### config.mk
export PLATFORM = sky130hd
export DESIGN_NAME = bitonic_sort_inc_1_4_loader_flat
export DESIGN_NICKNAME = d
export VERILOG_FILES = /design/src/rtl/bitonic_sort_inc_1_4_loader_if.sv /design/src/rtl/bitonic_sort_inc_1_4_loader.sv /design/src/flat_wrapper.sv
export SDC_FILE = /design/constraint.sdc
export NUM_CORES = 1
export LEC_CHECK = 0
export ABC_AREA = 1
export CAP_MARGIN = 0
export CORE_MARGIN = 5
export CORE_UTILIZATION = 55
export CTS_CLUSTER_DIAMETER = 120
export DETAILED_ROUTE_END_ITERATION = 12
export HOLD_SLACK_MARGIN = 0.05
export PLACE_DENSITY = 0.82
export SLEW_MARGIN = 20
export SYNTH_ARGS = -nofsm -noshare
export SYNTH_HDL_FRONTEND = slang
export SYNTH_SLANG_ARGS = --single-unit
### constraint.sdc
create_clock -name clk -period 2.1 [get_ports clk]
set_input_delay 0.63 -clock clk [delete_from_list [all_inputs] [get_ports clk]]
set_output_delay 0.63 -clock clk [all_outputs]
set_load 0.005 [all_outputs]
### src/rtl/bitonic_sort_inc_1_4_loader_if.sv
// Handshake bundle between the element stream, the frame loader and the sorter inputs.
// master: element producer / frame consumer side; slave: the loader itself.
interface bitonic_sort_inc_1_4_loader_if;
  logic s_valid;
  logic s_ready;
  logic s_data;
  logic s_last;
  logic in_array_0;
  logic in_array_1;
  logic in_array_2;
  logic in_array_3;
  logic f_valid;
  logic f_ready;
  logic f_padded;

  modport master (
    output s_valid, s_data, s_last, f_ready,
    input  s_ready, in_array_0, in_array_1, in_array_2, in_array_3, f_valid, f_padded
  );

  modport slave (
    input  s_valid, s_data, s_last, f_ready,
    output s_ready, in_array_0, in_array_1, in_array_2, in_array_3, f_valid, f_padded
  );
endinterface

### src/rtl/bitonic_sort_inc_1_4_loader.sv
// Packs a 1-bit element stream into padded 4-element frames for the bitonic sorter,
// double-buffered so the next frame fills while the current one is presented.
module bitonic_sort_inc_1_4_loader #(
  parameter logic PAD_VALUE   = 1'b0,
  parameter int   FRAME_CNT_W = 8
) (
  input  logic                      clk,
  input  logic                      rst_n,
  bitonic_sort_inc_1_4_loader_if.slave bus,
  output logic [FRAME_CNT_W-1:0]    frame_count
);

  typedef enum logic {FILLING = 1'b0, CLOSED = 1'b1} fill_state_t;

  fill_state_t            fill_state_r;
  fill_state_t            fill_state_s;
  logic [1:0]             idx_r;
  logic [3:0]             fill_buf_r;
  logic                   fill_pad_r;
  logic [3:0]             out_buf_r;
  logic                   out_pad_r;
  logic                   out_full_r;
  logic [FRAME_CNT_W-1:0] frame_count_r;

  logic       s_ready_s;
  logic       accept_s;
  logic       pop_s;
  logic       close_s;
  logic       hand_s;
  logic [3:0] closed_frame_s;
  logic       closed_pad_s;

  // Handshake qualifiers; hand_s means a closing frame goes straight to the output buffer.
  always_comb begin
    accept_s = bus.s_valid && s_ready_s;
    pop_s    = out_full_r && bus.f_ready;
    close_s  = accept_s && ((idx_r == 2'd3) || bus.s_last);
    hand_s   = close_s && (!out_full_r || pop_s);
  end

  // Fill buffer with the incoming element at idx and PAD_VALUE above it (only kept on close).
  always_comb begin
    closed_frame_s = fill_buf_r;
    for (int i = 0; i < 4; i++) begin
      if (i == int'(idx_r)) begin
        closed_frame_s[i] = bus.s_data;
      end else if (i > int'(idx_r)) begin
        closed_frame_s[i] = PAD_VALUE;
      end else begin
        closed_frame_s[i] = fill_buf_r[i];
      end
    end
    closed_pad_s = (idx_r != 2'd3);
  end

  // Fill state register.
  always_ff @(posedge clk or negedge rst_n) begin
    if (!rst_n) begin
      fill_state_r <= FILLING;
    end else begin
      fill_state_r <= fill_state_s;
    end
  end

  // Fill next state: park a closed frame until the output buffer frees up.
  always_comb begin
    fill_state_s = fill_state_r;
    case (fill_state_r)
      FILLING: begin
        if (close_s && !hand_s) begin
          fill_state_s = CLOSED;
        end else begin
          fill_state_s = FILLING;
        end
      end
      CLOSED: begin
        if (pop_s) begin
          fill_state_s = FILLING;
        end else begin
          fill_state_s = CLOSED;
        end
      end
      default: fill_state_s = FILLING;
    endcase
  end

  // Fill outputs: ready depends only on registered state.
  always_comb begin
    case (fill_state_r)
      FILLING: s_ready_s = 1'b1;
      CLOSED:  s_ready_s = 1'b0;
      default: s_ready_s = 1'b0;
    endcase
  end

  // Fill datapath: index restarts on every close so a parked frame resumes at position 0.
  always_ff @(posedge clk or negedge rst_n) begin
    if (!rst_n) begin
      idx_r      <= 2'd0;
      fill_buf_r <= 4'd0;
      fill_pad_r <= 1'b0;
    end else if (accept_s) begin
      idx_r      <= close_s ? 2'd0 : idx_r + 2'd1;
      fill_buf_r <= closed_frame_s;
      fill_pad_r <= closed_pad_s;
    end else begin
      idx_r      <= idx_r;
      fill_buf_r <= fill_buf_r;
      fill_pad_r <= fill_pad_r;
    end
  end

  // Output buffer and delivered-frame counter.
  always_ff @(posedge clk or negedge rst_n) begin
    if (!rst_n) begin
      out_buf_r     <= 4'd0;
      out_pad_r     <= 1'b0;
      out_full_r    <= 1'b0;
      frame_count_r <= '0;
    end else begin
      if (hand_s) begin
        out_buf_r  <= closed_frame_s;
        out_pad_r  <= closed_pad_s;
        out_full_r <= 1'b1;
      end else if (pop_s && (fill_state_r == CLOSED)) begin
        out_buf_r  <= fill_buf_r;
        out_pad_r  <= fill_pad_r;
        out_full_r <= 1'b1;
      end else if (pop_s) begin
        out_full_r <= 1'b0;
      end else begin
        out_full_r <= out_full_r;
      end
      if (pop_s) begin
        frame_count_r <= frame_count_r + {{(FRAME_CNT_W-1){1'b0}}, 1'b1};
      end else begin
        frame_count_r <= frame_count_r;
      end
    end
  end

  assign bus.s_ready    = s_ready_s;
  assign bus.in_array_0 = out_buf_r[0];
  assign bus.in_array_1 = out_buf_r[1];
  assign bus.in_array_2 = out_buf_r[2];
  assign bus.in_array_3 = out_buf_r[3];
  assign bus.f_valid    = out_full_r;
  assign bus.f_padded   = out_pad_r;
  assign frame_count    = frame_count_r;

endmodule

### src/flat_wrapper.sv
// flat-port wrapper written by rule: the top's interface ports become plain ports
module bitonic_sort_inc_1_4_loader_flat 
#(
  parameter logic PAD_VALUE   = 1'b0,
  parameter int   FRAME_CNT_W = 8
)
  (clk, rst_n, frame_count, bus_s_valid, bus_s_data, bus_s_last, bus_f_ready, bus_s_ready, bus_in_array_0, bus_in_array_1, bus_in_array_2, bus_in_array_3, bus_f_valid, bus_f_padded);
  bitonic_sort_inc_1_4_loader_if bus_i ();
  input  logic clk;
  input  logic rst_n;
  output logic [FRAME_CNT_W-1:0] frame_count;
  input wire logic [$bits(bus_i.s_valid)-1:0] bus_s_valid;
  input wire logic [$bits(bus_i.s_data)-1:0] bus_s_data;
  input wire logic [$bits(bus_i.s_last)-1:0] bus_s_last;
  input wire logic [$bits(bus_i.f_ready)-1:0] bus_f_ready;
  output wire logic [$bits(bus_i.s_ready)-1:0] bus_s_ready;
  output wire logic [$bits(bus_i.in_array_0)-1:0] bus_in_array_0;
  output wire logic [$bits(bus_i.in_array_1)-1:0] bus_in_array_1;
  output wire logic [$bits(bus_i.in_array_2)-1:0] bus_in_array_2;
  output wire logic [$bits(bus_i.in_array_3)-1:0] bus_in_array_3;
  output wire logic [$bits(bus_i.f_valid)-1:0] bus_f_valid;
  output wire logic [$bits(bus_i.f_padded)-1:0] bus_f_padded;
  assign bus_i.s_valid = bus_s_valid;
  assign bus_i.s_data = bus_s_data;
  assign bus_i.s_last = bus_s_last;
  assign bus_i.f_ready = bus_f_ready;
  assign bus_s_ready = bus_i.s_ready;
  assign bus_in_array_0 = bus_i.in_array_0;
  assign bus_in_array_1 = bus_i.in_array_1;
  assign bus_in_array_2 = bus_i.in_array_2;
  assign bus_in_array_3 = bus_i.in_array_3;
  assign bus_f_valid = bus_i.f_valid;
  assign bus_f_padded = bus_i.f_padded;
  bitonic_sort_inc_1_4_loader #(.PAD_VALUE(PAD_VALUE), .FRAME_CNT_W(FRAME_CNT_W)) u_core (.clk(clk), .rst_n(rst_n), .bus(bus_i), .frame_count(frame_count));
endmodule
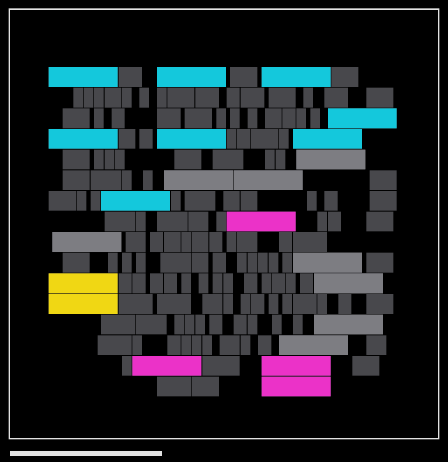
run_1/flops_by_reg.png
Scale bar: 20 µm. Other sequential cells in the stronger gray, the rest of the logic in the fainter gray.
legend:
  u_core.fill_buf_r:
    color: magenta
    flops: 4
  u_core.frame_count:
    color: cyan
    flops: 8
  u_core.idx_r:
    color: yellow
    flops: 2

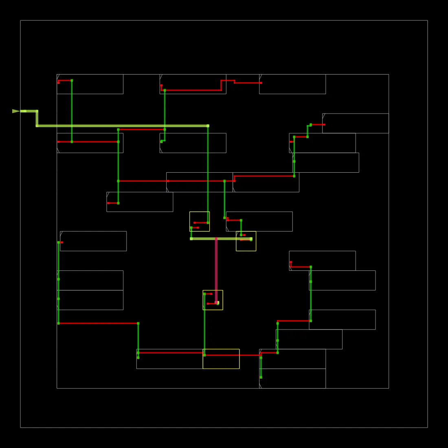
run_1/clocks.png
clk latency late pin: 0.31 ns
Clock Skews: 0.00904 ns
clk sinks: 22

==> impl_metrics.py, run 1 <==
# Synthesis and PnR figures
metrics = {
    "logic_synthesis": {
        "synthAdderAreaFrac_pct": 6.33,
        "synth_chip_area_um2": 1190,
        "yosys_warnings": 0,
    },
    "final_timing": {
        "hold_viol_final": 0,
        "fin_crit_ns": 2.04,
        "worst_slack_ns": 0.0630,
        "setup_tns_ns": 0,
        "finalClockPeriodUsage_pct": 97.0,
    },
    "hold_path": {
        "hp-class": "reg -> reg",
    },
    "placed_design": {
        "post-place-ws_ns": 0.125,
        "dp_hpwl_um": 1790,
        "gp_congestion": 0.808,
    },
    "floorplanning": {
        "chipArea_um2": 3190,
        "fp-row-count": 16,
    },
    "outcome": {
        "outcome": "completed",
    },
    "route": {
        "wl_per_cell_um": 12.2,
    },
    "final_layout": {
        "comb-cell-share_pct": 37.3,
        "finalNonFillerCells": 189,
        "largestClassByArea": "flip-flops and latches",
        "ff_count": 22,
        "fin_util_pct": 72.6,
    },
    "pwr": {
        "pg_seq_uw": 727,
        "p_leak_nw": 0.715,
    },
    "setup_path": {
        "r2r_slack_ns": 0.73,
        "cp-startpoint": "u_core.fill_state_r",
    },
    "grt": {
        "overflow": 0,
    },
    "job": {
        "drv_cap": 0,
    },
}
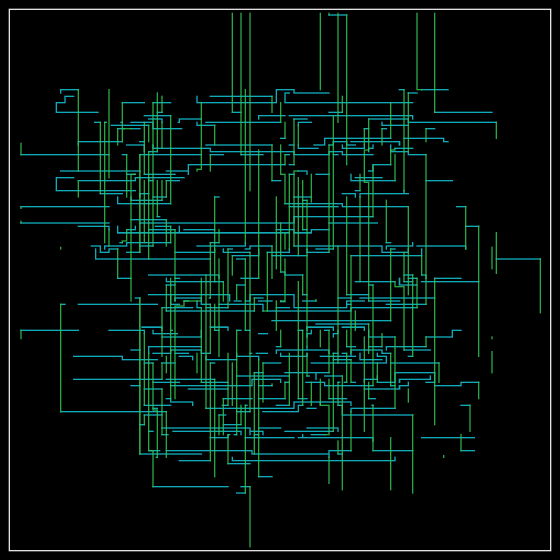
run_1/wires.png
Only two layers are drawn.
legend:
  metal 2:
    color: green
    wire_length: 1100 µm
  metal 1:
    color: cyan
    wire_length: 1110 µm

run_1/io_placement.png
Pins as bars across the die edge, other pins in gray.
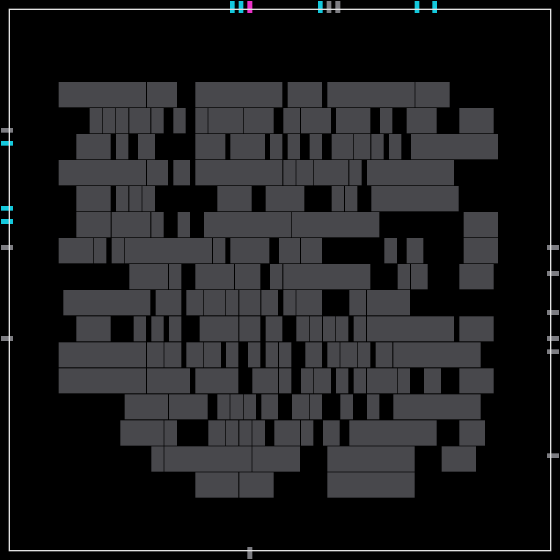

==> inputs of run 2 (changes only) <==
--- a/config.mk
+++ b/config.mk
@@ -8,11 +8,11 @@
 export ABC_AREA = 1
 export CAP_MARGIN = 0
 export CORE_MARGIN = 5
-export CORE_UTILIZATION = 55
+export CORE_UTILIZATION = 51
 export CTS_CLUSTER_DIAMETER = 120
 export DETAILED_ROUTE_END_ITERATION = 12
 export HOLD_SLACK_MARGIN = 0.05
-export PLACE_DENSITY = 0.82
+export PLACE_DENSITY = 0.78
 export SLEW_MARGIN = 20
 export SYNTH_ARGS = -nofsm -noshare
 export SYNTH_HDL_FRONTEND = slang
==> constraint.sdc (replaced) <==
create_clock -name clk -period 1.9 [get_ports clk]
set_input_delay 0.57 -clock clk [delete_from_list [all_inputs] [get_ports clk]]
set_output_delay 0.57 -clock clk [all_outputs]
set_load 0.005 [all_outputs]
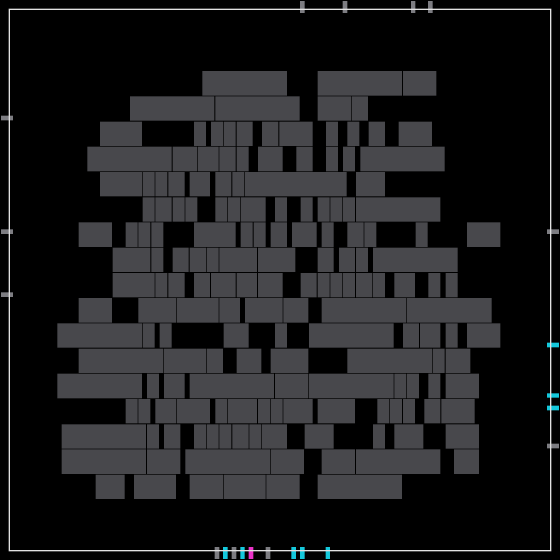
run_2/io_placement.png
Pins as bars across the die edge, other pins in gray.
legend:
  frame_count:
    color: cyan
    pins: 8
    direction: output
    edge: 5 bottom, 3 right
  bus_s_ready:
    color: magenta
    pins: 1
    direction: output
    edge: bottom
all pins by edge: 9 bottom, 5 right, 4 top, 3 left

==> run 2 against run 1 <==
  * First-iteration DRC count up 110%
  * Synthesized cell count unchanged
  * Non-clock buffer count up 6
  * Clock power up 54%
  * Global-route usage down 1.6 points
  * Register-to-register slack worse by 0.18 ns
  * Die size up 6.4%
  * Highest routed layer unchanged
  * Sequential power up 8.0%
  * Largest cell class unchanged
  * Utilization down 3.8 points
  * Combinational power up 19%
  * Hold slack better by 0.016 ns
==> impl_metrics.py, run 2 <==
# Synthesis and PnR figures
metrics = {
    "outcome": {
        "outcome": "completed",
    },
    "final_layout": {
        "largestClassByArea": "flip-flops and latches",
        "comb-cell-share_pct": 35.6,
        "fin_util_pct": 68.7,
        "ff_count": 22,
        "finalNonFillerCells": 196,
    },
    "placed_design": {
        "gp_congestion": 0.818,
        "post-place-ws_ns": 0.0282,
    },
    "hold_path": {
        "hp-class": "reg -> reg",
    },
    "final_timing": {
        "worst_slack_ns": 0.0598,
        "setup_tns_ns": 0,
        "fin_worst_skew_ns": 0.00702,
        "finalClockPeriodUsage_pct": 96.9,
        "fin_crit_ns": 1.84,
    },
    "floorplanning": {
        "chipArea_um2": 3390,
        "fp-row-count": 17,
    },
    "route": {
        "wl_per_cell_um": 11.5,
    },
    "logic_synthesis": {
        "synth_chip_area_um2": 1190,
        "synthAdderAreaFrac_pct": 6.33,
    },
    "grt": {
        "overflow": 0,
    },
    "pwr": {
        "p_leak_nw": 0.764,
        "pg_seq_uw": 785,
    },
    "cts": {
        "clkLatencyLatePin_ns": 0.31,
    },
    "setup_path": {
        "cp-startpoint": "u_core.frame_count[0]",
    },
}
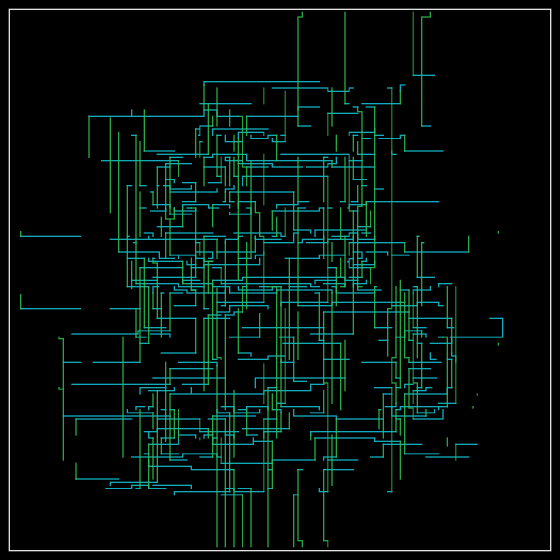
run_2/wires.png
Only two layers are drawn.
legend:
  metal 1:
    color: cyan
    wire_length: 1030 µm
  metal 2:
    color: green
    wire_length: 1110 µm

Power and IR drop assume default switching activity.
